`src/rtl/data_mem_bridge.sv`:
```
// Bridges the core's single-cycle data-memory port onto a valid/ready system bus.
// Stalls the core for the bus round trip and returns extended load data plus an mcause code.
module data_mem_bridge #(
    parameter int unsigned TIMEOUT_CYCLES = 16,
    parameter int unsigned EXC_LD_MISAL   = 4,
    parameter int unsigned EXC_LD_FAULT   = 5,
    parameter int unsigned EXC_ST_MISAL   = 6,
    parameter int unsigned EXC_ST_FAULT   = 7
) (
    input  logic        clk,
    input  logic        rst_n,
    input  logic [3:0]  inst_type_i,
    input  logic        unsigned_i,
    input  logic [31:0] addr_i,
    input  logic [31:0] wdata_i,
    output logic [31:0] read_data_o,
    output logic [31:0] exception_o,
    output logic        stall_o,
    output logic        bus_valid_o,
    input  logic        bus_ready_i,
    output logic        bus_we_o,
    output logic [31:0] bus_addr_o,
    output logic [31:0] bus_wdata_o,
    output logic [3:0]  bus_strb_o,
    input  logic        bus_rvalid_i,
    input  logic        bus_rerr_i,
    input  logic [31:0] bus_rdata_i
);

    localparam int unsigned CntW = $clog2(TIMEOUT_CYCLES + 1);
    localparam logic [CntW-1:0] CntLast = CntW'(TIMEOUT_CYCLES - 1);

    typedef enum logic [1:0] {StIdle, StReq, StResp, StDone} stateT;

    stateT           state;
    logic [CntW-1:0] cycleCnt;
    logic [1:0]      lowAddr;
    logic [1:0]      sizeReg;
    logic            unsReg;
    logic            loadReg;
    logic [31:0]     doneExc;

    logic        isLoad, isStore, validAccess, misaligned, launch, timedOut;
    logic [1:0]  size;
    logic [3:0]  strbNext;
    logic [31:0] wdataNext;
    logic [31:0] rdataShift;
    logic [7:0]  rbyte;
    logic [15:0] rhalf;
    logic [31:0] loadExt;
    logic [31:0] faultCode;

    assign isLoad      = inst_type_i[3];
    assign isStore     = inst_type_i[2];
    assign size        = inst_type_i[1:0];
    assign validAccess = (isLoad ^ isStore) && (size != 2'b11);
    assign misaligned  = ((size == 2'b01) && addr_i[0]) ||
                         ((size == 2'b10) && (addr_i[1:0] != 2'b00));
    assign launch      = validAccess && !misaligned;
    assign timedOut    = cycleCnt >= CntLast;
    assign faultCode   = loadReg ? 32'(EXC_LD_FAULT) : 32'(EXC_ST_FAULT);

    always_comb begin
        strbNext  = 4'b1111;
        wdataNext = wdata_i;
        case (size)
            2'b00: begin
                strbNext  = 4'b0001 << addr_i[1:0];
                wdataNext = {4{wdata_i[7:0]}};
            end
            2'b01: begin
                strbNext  = 4'b0011 << addr_i[1:0];
                wdataNext = {2{wdata_i[15:0]}};
            end
            default: ;
        endcase
    end

    assign rdataShift = bus_rdata_i >> {lowAddr, 3'b000};
    assign rbyte      = rdataShift[7:0];
    assign rhalf      = lowAddr[1] ? bus_rdata_i[31:16] : bus_rdata_i[15:0];

    always_comb begin
        loadExt = bus_rdata_i;
        case (sizeReg)
            2'b00:   loadExt = {{24{~unsReg & rbyte[7]}}, rbyte};
            2'b01:   loadExt = {{16{~unsReg & rhalf[15]}}, rhalf};
            default: ;
        endcase
    end

    always_ff @(posedge clk or negedge rst_n) begin
        if (!rst_n) begin
            state       <= StIdle;
            cycleCnt    <= '0;
            lowAddr     <= '0;
            sizeReg     <= '0;
            unsReg      <= 1'b0;
            loadReg     <= 1'b0;
            doneExc     <= '0;
            read_data_o <= '0;
            bus_valid_o <= 1'b0;
            bus_we_o    <= 1'b0;
            bus_addr_o  <= '0;
            bus_wdata_o <= '0;
            bus_strb_o  <= '0;
        end else begin
            case (state)
                StIdle: begin
                    if (launch) begin
                        state       <= StReq;
                        cycleCnt    <= '0;
                        lowAddr     <= addr_i[1:0];
                        sizeReg     <= size;
                        unsReg      <= unsigned_i;
                        loadReg     <= isLoad;
                        bus_valid_o <= 1'b1;
                        bus_we_o    <= isStore;
                        bus_addr_o  <= {addr_i[31:2], 2'b00};
                        bus_wdata_o <= isStore ? wdataNext : 32'd0;
                        bus_strb_o  <= isStore ? strbNext : 4'b0000;
                    end
                end
                StReq: begin
                    cycleCnt <= cycleCnt + CntW'(1);
                    if (bus_ready_i) begin
                        bus_valid_o <= 1'b0;
                        state       <= StResp;
                    end else if (timedOut) begin
                        // Abandon the unaccepted request; the only legal withdrawal.
                        bus_valid_o <= 1'b0;
                        doneExc     <= faultCode;
                        read_data_o <= '0;
                        state       <= StDone;
                    end
                end
                StResp: begin
                    cycleCnt <= cycleCnt + CntW'(1);
                    if (bus_rvalid_i) begin
                        read_data_o <= loadReg ? loadExt : 32'd0;
                        doneExc     <= bus_rerr_i ? faultCode : 32'd0;
                        state       <= StDone;
                    end else if (timedOut) begin
                        doneExc     <= faultCode;
                        read_data_o <= '0;
                        state       <= StDone;
                    end
                end
                StDone: begin
                    read_data_o <= '0;
                    doneExc     <= '0;
                    state       <= StIdle;
                end
                default: state <= StIdle;
            endcase
        end
    end

    // Combinational outputs are forced low while reset is held.
    always_comb begin
        stall_o     = rst_n && ((state == StIdle && launch) || state == StReq ||
                                state == StResp);
        exception_o = '0;
        if (rst_n) begin
            if (state == StDone) begin
                exception_o = doneExc;
            end else if (state == StIdle && validAccess && misaligned) begin
                exception_o = isLoad ? 32'(EXC_LD_MISAL) : 32'(EXC_ST_MISAL);
            end
        end
    end

endmodule

```
`config.mk`:
```
export PLATFORM = sky130hd
export DESIGN_NAME = data_mem_bridge
export DESIGN_NICKNAME = d
export VERILOG_FILES = /design/src/rtl/data_mem_bridge.sv
export SDC_FILE = /design/constraint.sdc
export NUM_CORES = 1
export LEC_CHECK = 0
export CELL_PAD_IN_SITES_DETAIL_PLACEMENT = 2
export CELL_PAD_IN_SITES_GLOBAL_PLACEMENT = 2
export CORE_MARGIN = 2
export CORE_UTILIZATION = 29
export DETAILED_ROUTE_END_ITERATION = 16
export GPL_ROUTABILITY_DRIVEN = 0
export HOLD_SLACK_MARGIN = 0.08
export PLACE_DENSITY = 0.87
export SLEW_MARGIN = 20
export SYNTH_ARGS = -nofsm -noshare
export SYNTH_HDL_FRONTEND = slang
export SYNTH_SLANG_ARGS = --single-unit
```
`constraint.sdc`:
```
create_clock -name clk -period 6.4 [get_ports clk]
set_input_delay 1.92 -clock clk [delete_from_list [all_inputs] [get_ports clk]]
set_output_delay 1.92 -clock clk [all_outputs]
set_load 0.03 [all_outputs]
```
==> flow_results.org <==
#+TITLE: Synthesis and PnR summary

** Outcome
- The run finished with clean final reports.

** Routing
- Post-detailed-route via-to-cell ratio :: 4.88
- Drt pass-1 iters :: 4
- Number of nets still failing antenna checks after routing :: 0
- Across all layers, the routed design uses about 6100 vias.

** Setup path
- Per the timing report, the most critical flop-to-flop path finishes at read_data_o[31].
- Logic depth of the worst path, buffers included :: 6
- Depth of the worst register-to-register path :: 5
- Cell breakdown of the critical path :: clkdlybuf4s50_1 -> o21ai_1 -> o21ai_0 -> nand4_1 -> a21boi_0 -> buf_12
- Worst-path fanout max :: 8
- Worst path bufs/invs :: 2
- CP max-delay cell :: clkdlybuf4s50_1

** Clock tree
- For reference, the clock transition at the flip-flops on the worst setup and hold paths is approximately 0.060 ns.
- CTS tree :: yes
- Number of H-tree branching levels :: 4
- Post-CTS timing repair inserted 0 buffers for setup.

** Synthesis
- The synthesized netlist has a Yosys-reported chip area of 6820 um^2.
- Per the synthesis report, the dominant area consumer among library cells is dfrtp_1.
- In the synthesized netlist the async set-or-reset flop fraction comes to 100%.
- Synth top area cells :: dfrtp_1 (53%), nand2_1 (12%), mux2_2 (4.0%)
- Library cells used by synthesis :: 52

** Hold path
- The worst hold path was traced through 2 stages.

** Cells and area
- Fraction of layout instances using a drive strength above 1 :: approximately 8.4%
- Relative to the synthesized area, the layout overhead comes to 46.7%.
- MI comb area :: 2950 um^2

** STA
- After routing, the total negative slack on setup checks comes to 0 ns.
- Slew at the pin closest to its max-slew limit :: 0.974 ns
- Per the final timing report, the hold violations number 0.

** Pwr
- The power report lists the clock group at 0.000963 W.
- The power report lists cell-internal power as roughly 0.0027 W.
- Biggest power consumer among the groups :: combinational logic
- IR analysis of the VDD net gives a maximum drop of between 0.15 and 0.2 mV.
[layer usage]
layer / vias to the layer above / GRT usage, % / part of all wire [%]
li1: 2813 / - / -
met1: 3070 / 24.5 / 42
met2: 194 / 33.5 / 48
met3: 16 / 7.54 / 8.8
met4: 2 / 5.15 / 0.92
met5: - / 0 / 0.054
[registers in the layout, indices dropped and copies added (netlist names)]
register     cells
sizeReg          2
bus_strb_o       4
lowAddr          2
cycleCnt         5
doneExc         32
state            2
bus_wdata_o     32
loadReg          1
bus_valid_o      1
read_data_o     32
bus_we_o         1
bus_addr_o      30
unsReg           1
[cell type report]
cell class | count | area share [%]
clock buffers | 19 | 4.43
clock inverters | 12 | 1.10
inverters | 7 | 0.263
multi-input cells | 502 | 29.5
flip-flops and latches | 145 | 36.3
well taps | 319 | 3.99
repair buffers | 246 | 24.5
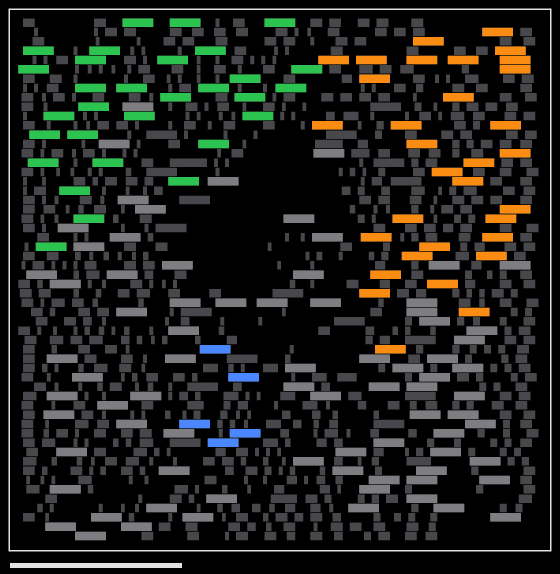
**Above:** sequential cells grouped by signal name.
Bar = 50 um. Other sequential cells in the stronger grey, the rest of the logic in the fainter grey.
[green] `bus_addr_o` | placed flops: 30
[orange] `read_data_o` | placed flops: 32
[blue] `cycleCnt` | placed flops: 5 | where: bottom middle
area taken by flip-flops and latches: 3630 um^2
share of cell area taken by flip-flops and latches: 36.3%

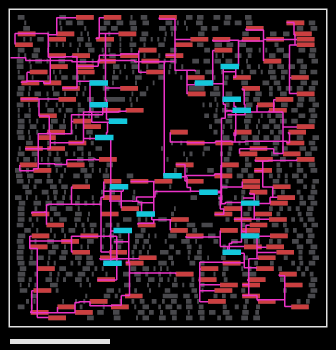
**Above:** clock distribution.
Bar = 50 um.
[red] flip-flops | count: 145
[magenta] clock wires | length: 2350 um
[cyan] cells driving clock nets | count: 17
flops lie: all over the die
routed clock nets: 18

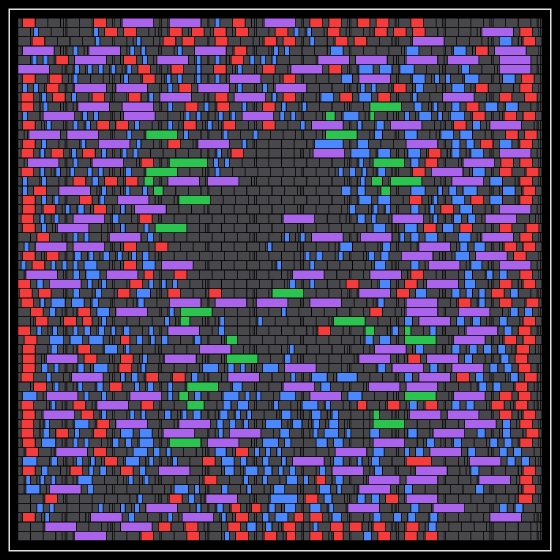
**Above:** placement by cell class.
Fill, decap, tap and diode cells in grey.
[blue] all other logic | cells: 509 | share of their area: 31%
[purple] flip-flops | cells: 145 | share of their area: 38%
[red] other buffers and delay cells | cells: 246 | share of their area: 25%
[green] clock drivers and dummy loads | cells: 31 | share of their area: 5.8%
utilization after layout: 43.0%
post-route cell area: 10000 um^2
placeable core region: 23300 um^2
number of cell rows: 56

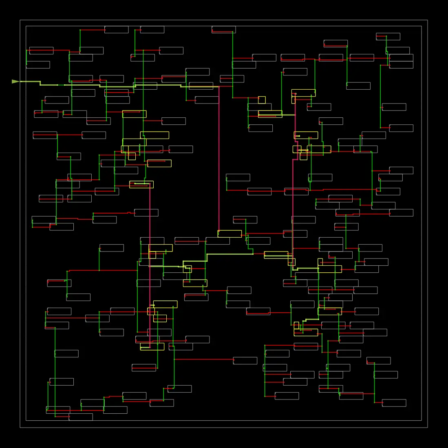
**Above:** clock nets.
total number of sequential cells: 145
setup clock skew after layout: 0.0151 ns
latest clock arrival within the worst-skew pair: 0.42 ns

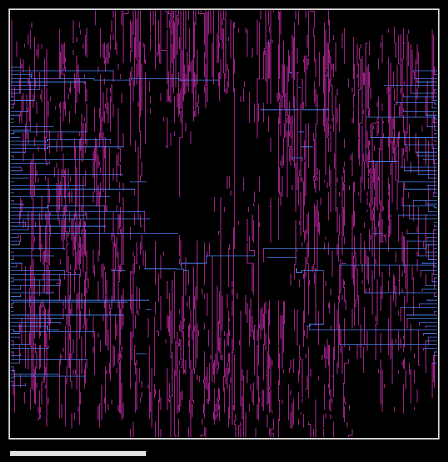
**Above:** routed metal, one colour a layer.
Bar = 50 um. Only two layers are drawn.
[magenta] met2 | wire length: 11700 um
[blue] met3 | wire length: 2130 um

No activity file was given, so power comes from the tool's default toggle rates.
